### config.mk
export PLATFORM = sky130hd
export DESIGN_NAME = pkt_buf_ctrl_flat
export DESIGN_NICKNAME = d
export VERILOG_FILES = /design/src/rtl/pkt_buf_ctrl_if.sv /design/src/rtl/pkt_buf_ctrl.sv /design/src/flat_wrapper.sv
export SDC_FILE = /design/constraint.sdc
export NUM_CORES = 1
export LEC_CHECK = 0
export ABC_AREA = 1
export ABC_CLOCK_PERIOD_IN_PS = 4800
export CORE_UTILIZATION = 40
export DETAILED_ROUTE_END_ITERATION = 8
export SYNTH_ARGS = -nofsm -noshare
export SYNTH_HDL_FRONTEND = slang
export SYNTH_SLANG_ARGS = --single-unit
### constraint.sdc
create_clock -name pkt_buf_ctrl_clk -period 4.8 [get_ports pkt_buf_ctrl_clk]
set_input_delay 0.48 -clock pkt_buf_ctrl_clk [delete_from_list [all_inputs] [get_ports pkt_buf_ctrl_clk]]
set_output_delay 0.48 -clock pkt_buf_ctrl_clk [all_outputs]
set_load 0.03 [all_outputs]
### src/rtl/pkt_buf_ctrl_if.sv
// ---------------------------------------------------------------------------
// pkt_buf_ctrl_if
// Groups the ingress beat handshake, the egress word request and the packet
// buffer control/status signals of pkt_buf_ctrl.
//
// Parameters:
//   ADDR_WIDTH  buffer address width (pointers carry one extra wrap bit)
//   DROP_CNT_W  width of the dropped-packet counter
//
// Signals (direction as seen by the controller):
//   wr_valid_i, wr_sop_i, wr_eop_i, wr_err_i   ingress beat qualifiers (in)
//   wr_ready_o                                  ingress accept (out)
//   rd_req_i                                    egress word request (in)
//   rd_valid_o                                  buffer read data valid (out)
//   buf_wr_en_o, buf_wr_addr_o                  buffer write port (out)
//   buf_rd_en_o, buf_rd_addr_o                  buffer read port (out)
//   buf_full_o, buf_empty_o, words_avail_o      occupancy status (out)
//   drop_cnt_o                                  dropped-packet count (out)
//
// Modports: master = stream/egress side, slave = controller.
// ---------------------------------------------------------------------------
interface pkt_buf_ctrl_if #(
  parameter int ADDR_WIDTH = 14,
  parameter int DROP_CNT_W = 16
);
  logic                  wr_valid_i;
  logic                  wr_sop_i;
  logic                  wr_eop_i;
  logic                  wr_err_i;
  logic                  wr_ready_o;
  logic                  rd_req_i;
  logic                  rd_valid_o;
  logic                  buf_wr_en_o;
  logic [ADDR_WIDTH:0]   buf_wr_addr_o;
  logic                  buf_rd_en_o;
  logic [ADDR_WIDTH:0]   buf_rd_addr_o;
  logic                  buf_full_o;
  logic                  buf_empty_o;
  logic [ADDR_WIDTH:0]   words_avail_o;
  logic [DROP_CNT_W-1:0] drop_cnt_o;

  modport master (
    output wr_valid_i, wr_sop_i, wr_eop_i, wr_err_i, rd_req_i,
    input  wr_ready_o, rd_valid_o, buf_wr_en_o, buf_wr_addr_o, buf_rd_en_o,
           buf_rd_addr_o, buf_full_o, buf_empty_o, words_avail_o, drop_cnt_o
  );

  modport slave (
    input  wr_valid_i, wr_sop_i, wr_eop_i, wr_err_i, rd_req_i,
    output wr_ready_o, rd_valid_o, buf_wr_en_o, buf_wr_addr_o, buf_rd_en_o,
           buf_rd_addr_o, buf_full_o, buf_empty_o, words_avail_o, drop_cnt_o
  );
endinterface

### src/rtl/pkt_buf_ctrl.sv
// ---------------------------------------------------------------------------
// pkt_buf_ctrl
// Packet-level controller for a 2**ADDR_WIDTH word packet buffer. Packets are
// written speculatively at wr_ptr and only become readable once their EOP
// beat moves commit_ptr. A packet that grows to fill the whole buffer is
// rewound and the rest of it discarded; a new SOP inside an open packet drops
// the partial packet and restarts at commit_ptr.
//
// Optional feature macro: PKT_BUF_CTRL_ERR_DROP_EN
//   defined   : an EOP beat with wr_err_i=1 drops the packet (not written)
//   undefined : wr_err_i is ignored
//
// Ports:
//   pkt_buf_ctrl_clk  single clock
//   pkt_buf_ctrl_rst  synchronous active-high reset
//   bus               pkt_buf_ctrl_if.slave (ingress, egress, buffer control)
// ---------------------------------------------------------------------------
module pkt_buf_ctrl #(
  parameter int ADDR_WIDTH = 14,
  parameter int DEPTH      = 16384,
  parameter int DROP_CNT_W = 16
) (
  input logic           pkt_buf_ctrl_clk,
  input logic           pkt_buf_ctrl_rst,
  pkt_buf_ctrl_if.slave bus
);
  localparam int PW = ADDR_WIDTH + 1;
  localparam logic [PW-1:0] PTR_ONE = {{ADDR_WIDTH{1'b0}}, 1'b1};
  localparam logic [PW-1:0] PTR_DEPTH = PW'(DEPTH);
  localparam logic [DROP_CNT_W-1:0] DROP_MAX = {DROP_CNT_W{1'b1}};

  typedef enum logic [1:0] {
    IDLE    = 2'd0,
    WR_PKT  = 2'd1,
    DISCARD = 2'd2
  } state_t;

  state_t                state_r;
  state_t                state_nxt_s;
  logic [PW-1:0]         wr_ptr_r;
  logic [PW-1:0]         commit_ptr_r;
  logic [PW-1:0]         rd_ptr_r;
  logic [PW-1:0]         wr_ptr_nxt_s;
  logic [PW-1:0]         commit_ptr_nxt_s;
  logic [PW-1:0]         wr_base_s;
  logic [DROP_CNT_W-1:0] drop_cnt_r;
  logic [1:0]            drop_add_s;
  logic                  rd_valid_r;
  logic                  full_s;
  logic                  empty_s;
  logic                  ready_s;
  logic                  accept_s;
  logic                  wr_en_s;
  logic                  rd_en_s;
  logic                  start_s;
  logic                  cont_s;
  logic                  err_drop_s;

  // Saturating add for the drop counter (a restart plus an errored EOP can
  // drop two packets in one cycle).
  function automatic logic [DROP_CNT_W-1:0] sat_add(
    input logic [DROP_CNT_W-1:0] cnt,
    input logic [1:0]            inc
  );
    logic [DROP_CNT_W:0] sum;
    sum = {1'b0, cnt} + {{(DROP_CNT_W-1){1'b0}}, inc};
    if (sum[DROP_CNT_W]) begin
      sat_add = DROP_MAX;
    end else begin
      sat_add = sum[DROP_CNT_W-1:0];
    end
  endfunction

  // Occupancy is decoded from registered pointers only, so a same-cycle read
  // never unblocks a write and a same-cycle commit never enables a read.
  assign full_s   = (wr_ptr_r - rd_ptr_r) == PTR_DEPTH;
  assign empty_s  = (rd_ptr_r == commit_ptr_r);
  assign ready_s  = (state_r == DISCARD) || !full_s;
  assign accept_s = bus.wr_valid_i && ready_s;
  assign rd_en_s  = bus.rd_req_i && !empty_s;

`ifdef PKT_BUF_CTRL_ERR_DROP_EN
  assign err_drop_s = bus.wr_eop_i && bus.wr_err_i;
`else
  logic unused_err_s;
  assign unused_err_s = bus.wr_err_i;
  assign err_drop_s   = 1'b0;
`endif

  // Write FSM next-state, pointer updates and buffer write enable.
  always_comb begin
    state_nxt_s      = state_r;
    wr_ptr_nxt_s     = wr_ptr_r;
    commit_ptr_nxt_s = commit_ptr_r;
    wr_base_s        = wr_ptr_r;
    drop_add_s       = 2'd0;
    start_s          = 1'b0;
    cont_s           = 1'b0;
    wr_en_s          = 1'b0;

    case (state_r)
      IDLE, DISCARD: begin
        if (accept_s && bus.wr_sop_i) begin
          start_s = 1'b1;
        end else if (accept_s && bus.wr_eop_i) begin
          state_nxt_s = IDLE;
        end else begin
          state_nxt_s = state_r;
        end
      end
      WR_PKT: begin
        if (full_s && empty_s) begin
          // Open packet alone fills the buffer: it can never commit.
          wr_ptr_nxt_s = commit_ptr_r;
          drop_add_s   = 2'd1;
          state_nxt_s  = DISCARD;
        end else if (accept_s && bus.wr_sop_i) begin
          // Restart: abandon the partial packet, reuse its space.
          wr_base_s  = commit_ptr_r;
          drop_add_s = 2'd1;
          start_s    = 1'b1;
        end else if (accept_s) begin
          cont_s = 1'b1;
        end else begin
          state_nxt_s = WR_PKT;
        end
      end
      default: begin
        state_nxt_s = IDLE;
      end
    endcase

    if (start_s || cont_s) begin
      if (err_drop_s) begin
        wr_en_s      = 1'b0;
        wr_ptr_nxt_s = commit_ptr_r;
        drop_add_s   = drop_add_s + 2'd1;
        state_nxt_s  = IDLE;
      end else if (bus.wr_eop_i) begin
        wr_en_s          = 1'b1;
        wr_ptr_nxt_s     = wr_base_s + PTR_ONE;
        commit_ptr_nxt_s = wr_base_s + PTR_ONE;
        state_nxt_s      = IDLE;
      end else begin
        wr_en_s      = 1'b1;
        wr_ptr_nxt_s = wr_base_s + PTR_ONE;
        state_nxt_s  = WR_PKT;
      end
    end else begin
      wr_en_s = 1'b0;
    end
  end

  // State, pointer, drop counter and read-valid registers.
  always_ff @(posedge pkt_buf_ctrl_clk) begin
    if (pkt_buf_ctrl_rst) begin
      state_r      <= IDLE;
      wr_ptr_r     <= {PW{1'b0}};
      commit_ptr_r <= {PW{1'b0}};
      rd_ptr_r     <= {PW{1'b0}};
      drop_cnt_r   <= {DROP_CNT_W{1'b0}};
      rd_valid_r   <= 1'b0;
    end else begin
      state_r      <= state_nxt_s;
      wr_ptr_r     <= wr_ptr_nxt_s;
      commit_ptr_r <= commit_ptr_nxt_s;
      rd_ptr_r     <= rd_en_s ? (rd_ptr_r + PTR_ONE) : rd_ptr_r;
      drop_cnt_r   <= sat_add(drop_cnt_r, drop_add_s);
      rd_valid_r   <= rd_en_s;
    end
  end

  assign bus.wr_ready_o    = ready_s;
  assign bus.buf_wr_en_o   = wr_en_s;
  assign bus.buf_wr_addr_o = wr_base_s;
  assign bus.buf_rd_en_o   = rd_en_s;
  assign bus.buf_rd_addr_o = rd_ptr_r;
  assign bus.buf_full_o    = full_s;
  assign bus.buf_empty_o   = empty_s;
  assign bus.words_avail_o = commit_ptr_r - rd_ptr_r;
  assign bus.drop_cnt_o    = drop_cnt_r;
  assign bus.rd_valid_o    = rd_valid_r;
endmodule

### src/flat_wrapper.sv
// flat-port wrapper written by rule: the top's interface ports become plain ports
module pkt_buf_ctrl_flat 
#(
  parameter int ADDR_WIDTH = 14,
  parameter int DEPTH      = 16384,
  parameter int DROP_CNT_W = 16
)
  (pkt_buf_ctrl_clk, pkt_buf_ctrl_rst, bus_wr_valid_i, bus_wr_sop_i, bus_wr_eop_i, bus_wr_err_i, bus_rd_req_i, bus_wr_ready_o, bus_rd_valid_o, bus_buf_wr_en_o, bus_buf_wr_addr_o, bus_buf_rd_en_o, bus_buf_rd_addr_o, bus_buf_full_o, bus_buf_empty_o, bus_words_avail_o, bus_drop_cnt_o);
  pkt_buf_ctrl_if #(.ADDR_WIDTH(ADDR_WIDTH), .DROP_CNT_W(DROP_CNT_W)) bus_i ();
  input logic pkt_buf_ctrl_clk;
  input logic pkt_buf_ctrl_rst;
  input wire logic [$bits(bus_i.wr_valid_i)-1:0] bus_wr_valid_i;
  input wire logic [$bits(bus_i.wr_sop_i)-1:0] bus_wr_sop_i;
  input wire logic [$bits(bus_i.wr_eop_i)-1:0] bus_wr_eop_i;
  input wire logic [$bits(bus_i.wr_err_i)-1:0] bus_wr_err_i;
  input wire logic [$bits(bus_i.rd_req_i)-1:0] bus_rd_req_i;
  output wire logic [$bits(bus_i.wr_ready_o)-1:0] bus_wr_ready_o;
  output wire logic [$bits(bus_i.rd_valid_o)-1:0] bus_rd_valid_o;
  output wire logic [$bits(bus_i.buf_wr_en_o)-1:0] bus_buf_wr_en_o;
  output wire logic [$bits(bus_i.buf_wr_addr_o)-1:0] bus_buf_wr_addr_o;
  output wire logic [$bits(bus_i.buf_rd_en_o)-1:0] bus_buf_rd_en_o;
  output wire logic [$bits(bus_i.buf_rd_addr_o)-1:0] bus_buf_rd_addr_o;
  output wire logic [$bits(bus_i.buf_full_o)-1:0] bus_buf_full_o;
  output wire logic [$bits(bus_i.buf_empty_o)-1:0] bus_buf_empty_o;
  output wire logic [$bits(bus_i.words_avail_o)-1:0] bus_words_avail_o;
  output wire logic [$bits(bus_i.drop_cnt_o)-1:0] bus_drop_cnt_o;
  assign bus_i.wr_valid_i = bus_wr_valid_i;
  assign bus_i.wr_sop_i = bus_wr_sop_i;
  assign bus_i.wr_eop_i = bus_wr_eop_i;
  assign bus_i.wr_err_i = bus_wr_err_i;
  assign bus_i.rd_req_i = bus_rd_req_i;
  assign bus_wr_ready_o = bus_i.wr_ready_o;
  assign bus_rd_valid_o = bus_i.rd_valid_o;
  assign bus_buf_wr_en_o = bus_i.buf_wr_en_o;
  assign bus_buf_wr_addr_o = bus_i.buf_wr_addr_o;
  assign bus_buf_rd_en_o = bus_i.buf_rd_en_o;
  assign bus_buf_rd_addr_o = bus_i.buf_rd_addr_o;
  assign bus_buf_full_o = bus_i.buf_full_o;
  assign bus_buf_empty_o = bus_i.buf_empty_o;
  assign bus_words_avail_o = bus_i.words_avail_o;
  assign bus_drop_cnt_o = bus_i.drop_cnt_o;
  pkt_buf_ctrl #(.ADDR_WIDTH(ADDR_WIDTH), .DEPTH(DEPTH), .DROP_CNT_W(DROP_CNT_W)) u_core (.pkt_buf_ctrl_clk(pkt_buf_ctrl_clk), .pkt_buf_ctrl_rst(pkt_buf_ctrl_rst), .bus(bus_i));
endmodule
==> Changelog: implementation, run 1 <==
## Flow update

- CTS H-tree lvls: 3
- GRT Overall Usage: 23.6%
- Commonest Layout Cell: nand2_1
- Clock-cell share: 4.23%
- Most frequent cell after synthesis: nand2_1
- VDD IR-drop max: 158 µV
- Worst Max-Slew Pin Slew: 1.14 ns
- Syn Inst Count: between 700 and 800
- Top pwr grp: combinational cells
- Grt ovf: 0
- Placed insts: a little under 1000
- Wl on met1: 6790 µm
- CTS buffer count: 9
- Top Layout Cells: nand2_1, inv_1, clkdlybuf4s50_1, dfxtp_1, a21oi_1
- Crit-path max FO: 24
- Initial antenna violation count: 0
- Setup TNS: 0 ns
- Dominant cell area share: 26.1%
- Placement-stage cell area: 5780 µm²
- Xor+xnor area frac: 4.10%
- EDFF count, synth: 0
- Flop pwr share: 30.5%
- WP data arrival: 3.92 ns
- Static Leak: 2.68 nW
- Min-delay src: u_core.commit_ptr_r[8]$_SDFFE_PP0P_
- Async SR Flop Fraction: 0%
- First-pass DRT Iterations: 4
- Top sig layer: met4
- Status: complete, no violations
- Boundary pin count: 74
- Logic area: 3080 µm²
- Hold_buf cts: 0
- Psw: approximately 0.7 mW
- Slowest stage cell, crit path: clkdlybuf4s50_1
- Starting DRT DRC Count: 336
- Power Density: 300 nW/µm²
- Antenna viol nets, final: 0
- Setup crit end: bus_buf_wr_addr_o[13]
- Met2 global-route usage: around two fifths
- Via density: 5.14
- Kind of cell adding the most delay to the critical path: simple AND/OR/NAND/NOR gates
- Final Cycle Share: 91.6%
- Number of logic gates: between 500 and 600
- Post-DP HPWL: 11500 µm
- CLK BUF: 11
- Post-Synth Adder-Cell Area: around 8.6%
- Plain + repair buffers: 76
- Mean post-synth cell area: 6.41 µm²
- Layout cells sized above 1: between 6 and 7%
- Post-synth regs: 64
- Worst r2r dst: u_core.bus.drop_cnt_o[14]$_SDFF_PP0_
- Largest net degree at the start of global routing: 35
- Setup skew after layout: 0.00887 ns
- Yosys top cell by area: dfxtp_1
- Diode count: 0
- Signal buf overhead: 12.4%
- Slew Limit Fails: 0
- Simple share: 35.0%
- Setup violators final: 0
- Tapcells: between 100 and 150
- Syn_nets: 807
- Top cells by count: nand2_1, inv_1, dfxtp_1
- Finished Layout Cells: 993
- Die Width: around 110 µm
- Power consumption: 1.81 mW
- Combinational group share of total power: 37.0%
- R2R cell count: 25
- Unique cell types: 46
- Final net count: between 800 and 900
- Worst R2R Start: u_core.bus.buf_rd_addr_o[6]$_SDFFE_PP0P_
- WP data required: 4.32 ns
- Layout area overhead: 22.8%
- Synthesis area per yosys: 4920 µm²
- Final worst setup slack: 0.405 ns
- Power Clock: 0.588 mW
- Largest cell class: multi-input combinational cells
- Routability cong.: 0.877
- HP Class: register to register
- Max clock buf depth: 2
- Post-synth seq share: 26.1%
- First-pass GRT wire length: 23700 µm
- Hold Path Stages: 2
- CTS tree: built
- Internal Power: 1.13 mW
- Pre-CTS setup slack: 0.502 ns
- RSZ-0062 raised after global routing: no
- Switching Share: 37.8%
- Met1 usage: between 30% and 40%
- IO Port Bufs: 72
run_1/class_map.png
Fill, decap, tap and diode cells in gray.
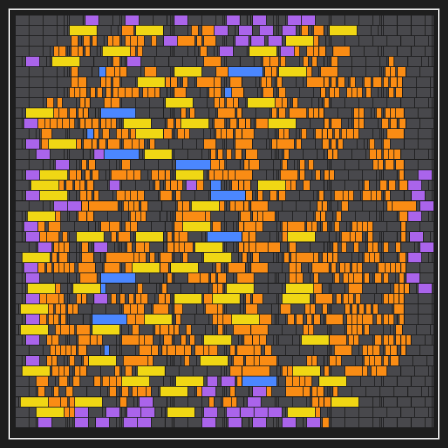
remaining buffers and delay cells: marked purple, cells 76, share of their area 13%. remaining logic cells: marked orange, cells 691, share of their area 61%. registers: marked yellow, cells 64, share of their area 22%. clock drivers and dummy loads: marked blue, cells 15, share of their area 4.4%.
Core Util, Final: 50.3%
Core Footprint: 12000 µm²
Seq area share: 21.2%
design area: 6040 µm²
number of core rows: 40

run_1/ff_map.png
Other sequential cells in the stronger gray, the rest of the logic in the fainter gray.
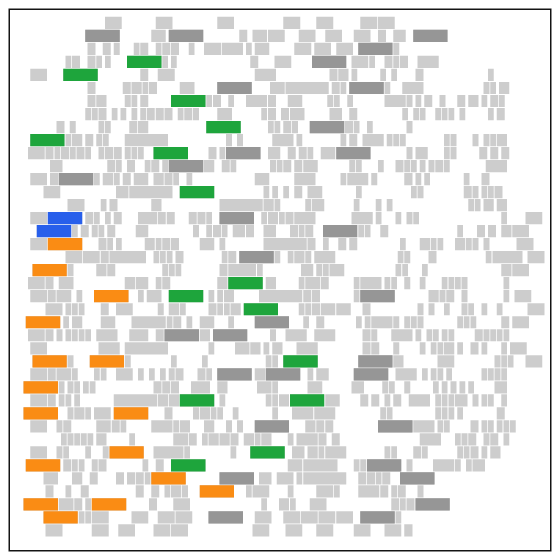
`u_core.state_r`: marked blue, flops 2. `u_core.bus.drop_cnt_o`: marked orange, flops 16. `u_core.wr_ptr_r`: marked green, flops 15.
Sequential Power: 0.552 mW
Storage cell area: 1280 µm²

run_1/closeup.png
The bar under the picture is 20 µm long. Window x 3 to 53, y 3 to 53 µm. Cells in gray, sequential cells in the stronger gray; small squares are vias.
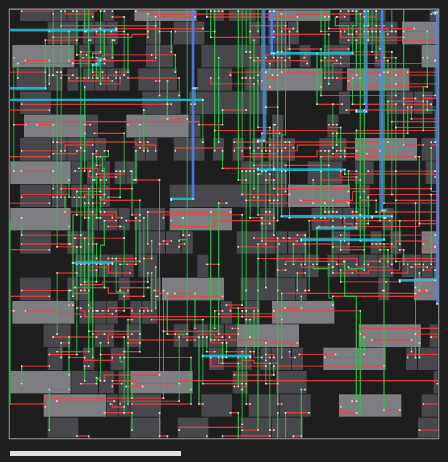
M4: marked blue. M1: marked red. M3: marked cyan. M2: marked green.
Most frequent: inv_1 (28), nand2_1 (26), clkdlybuf4s50_1 (22). Netlist names of flops here include `u_core.bus.drop_cnt_o` (13), `u_core.commit_ptr_r` (4), `u_core.wr_ptr_r` (3). 185 logic cells have their middle in the window. Sequential cells in the window: 21.

==> run 2, diff against run 1 <==
REMOVE_ABC_BUFFERS = 1   (was unset)
==> Changelog: implementation, run 2 <==
## Flow update

- Status: complete, no violations (unchanged)
- Worst Max-Slew Pin Slew: 1.16 ns (was 1.14 ns)
- Hold_buf cts: 0 (unchanged)
- Dominant cell area share: 26.1% (unchanged)
- Number of logic gates: 560 (unchanged)
- Storage cell area: 1280 µm² (unchanged)
- WP data required: 4.32 ns (about the same)
- Max clock buf depth: 2 (unchanged)
- Number of core rows: 40 (unchanged)
- Setup violators final: 0 (unchanged)
- Pre-CTS setup slack: 0.534 ns (was 0.502 ns)
- First-pass DRT Iterations: 5 (was 4)
- Final net count: 882 (unchanged)
- Yosys top cell by area: dfxtp_1 (unchanged)
- First-pass GRT wire length: 23600 µm (was 23700 µm)
- Final worst setup slack: 0.444 ns (was 0.405 ns)
- Tapcells: 147 (unchanged)
- Psw: 0.679 mW (was 0.685 mW)
- Internal Power: 1.17 mW (was 1.13 mW)
- CTS H-tree lvls: 3 (unchanged)
- CTS buffer count: 9 (unchanged)
- RSZ-0062 raised after global routing: no (unchanged)
- Signal buf overhead: 12.4% (about the same)
- Antenna viol nets, final: 0 (unchanged)
- Routability cong.: 0.860 (was 0.877)
- Plain + repair buffers: 76 (unchanged)
- Largest cell class: multi-input combinational cells (unchanged)
- Slew Limit Fails: 0 (unchanged)
- Seq area share: 21.1% (was 21.2%)
- CLK BUF: 13 (was 11)
- IO Port Bufs: 72 (unchanged)
- Kind of cell adding the most delay to the critical path: simple AND/OR/NAND/NOR gates (unchanged)
- Most frequent cell after synthesis: nand2_1 (unchanged)
- Sequential Power: 0.552 mW (about the same)
- Flop pwr share: 29.9% (was 30.5%)
- Core Footprint: 12000 µm² (unchanged)
- Starting DRT DRC Count: 285 (was 336)
- Die Width: 113 µm (unchanged)
- Post-DP HPWL: 11400 µm (was 11500 µm)
- Slowest stage cell, crit path: clkdlybuf4s50_1 (unchanged)
- Via density: 5.16 (was 5.14)
- Async SR Flop Fraction: 0% (unchanged)
- Placement-stage cell area: 5780 µm² (unchanged)
- Commonest Layout Cell: nand2_1 (unchanged)
- Switching Share: 36.7% (was 37.8%)
- Met2 global-route usage: 41.6% (was 38.2%)
- Hold Path Stages: 2 (unchanged)
- Power Density: 305 nW/µm² (was 300 nW/µm²)
- Setup skew after layout: 0.00593 ns (was 0.00887 ns)
run_2/closeup.png
The bar under the picture is 20 µm long. Window x 3 to 53, y 3 to 53 µm. Cells in gray, sequential cells in the stronger gray; small squares are vias.
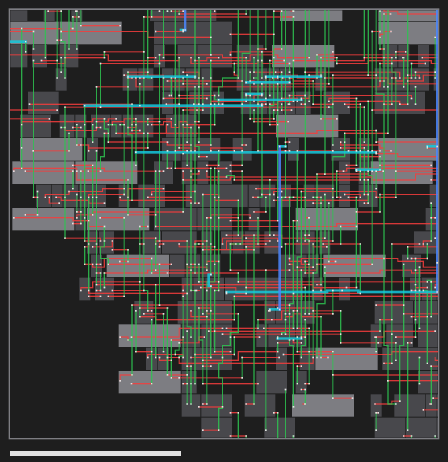

run_2/placed.png
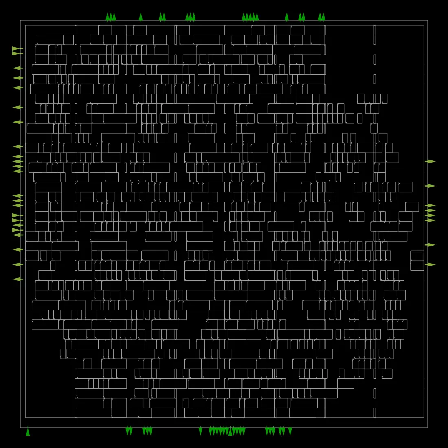
Finished Layout Cells: 994
Seq cells: 64
Core Util, Final: 50.5%

run_2/route_heat.png
The bar under the picture is 20 µm long. The die is cut into 23 by 23 equal tiles; black is low, pale yellow is high, scaled to the fullest tile. Values are wire area over tile area, all layers added.
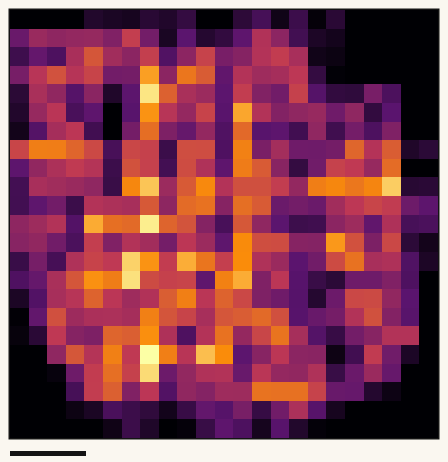
The emptiest ninth of the die: upper right. 25% of the tiles are over half the peak. 15% of the tiles are nearly empty.
wire per inst: 14.4 µm
GRT Overall Usage: 23.6%

No activity file was given, so power comes from the tool's default toggle rates.
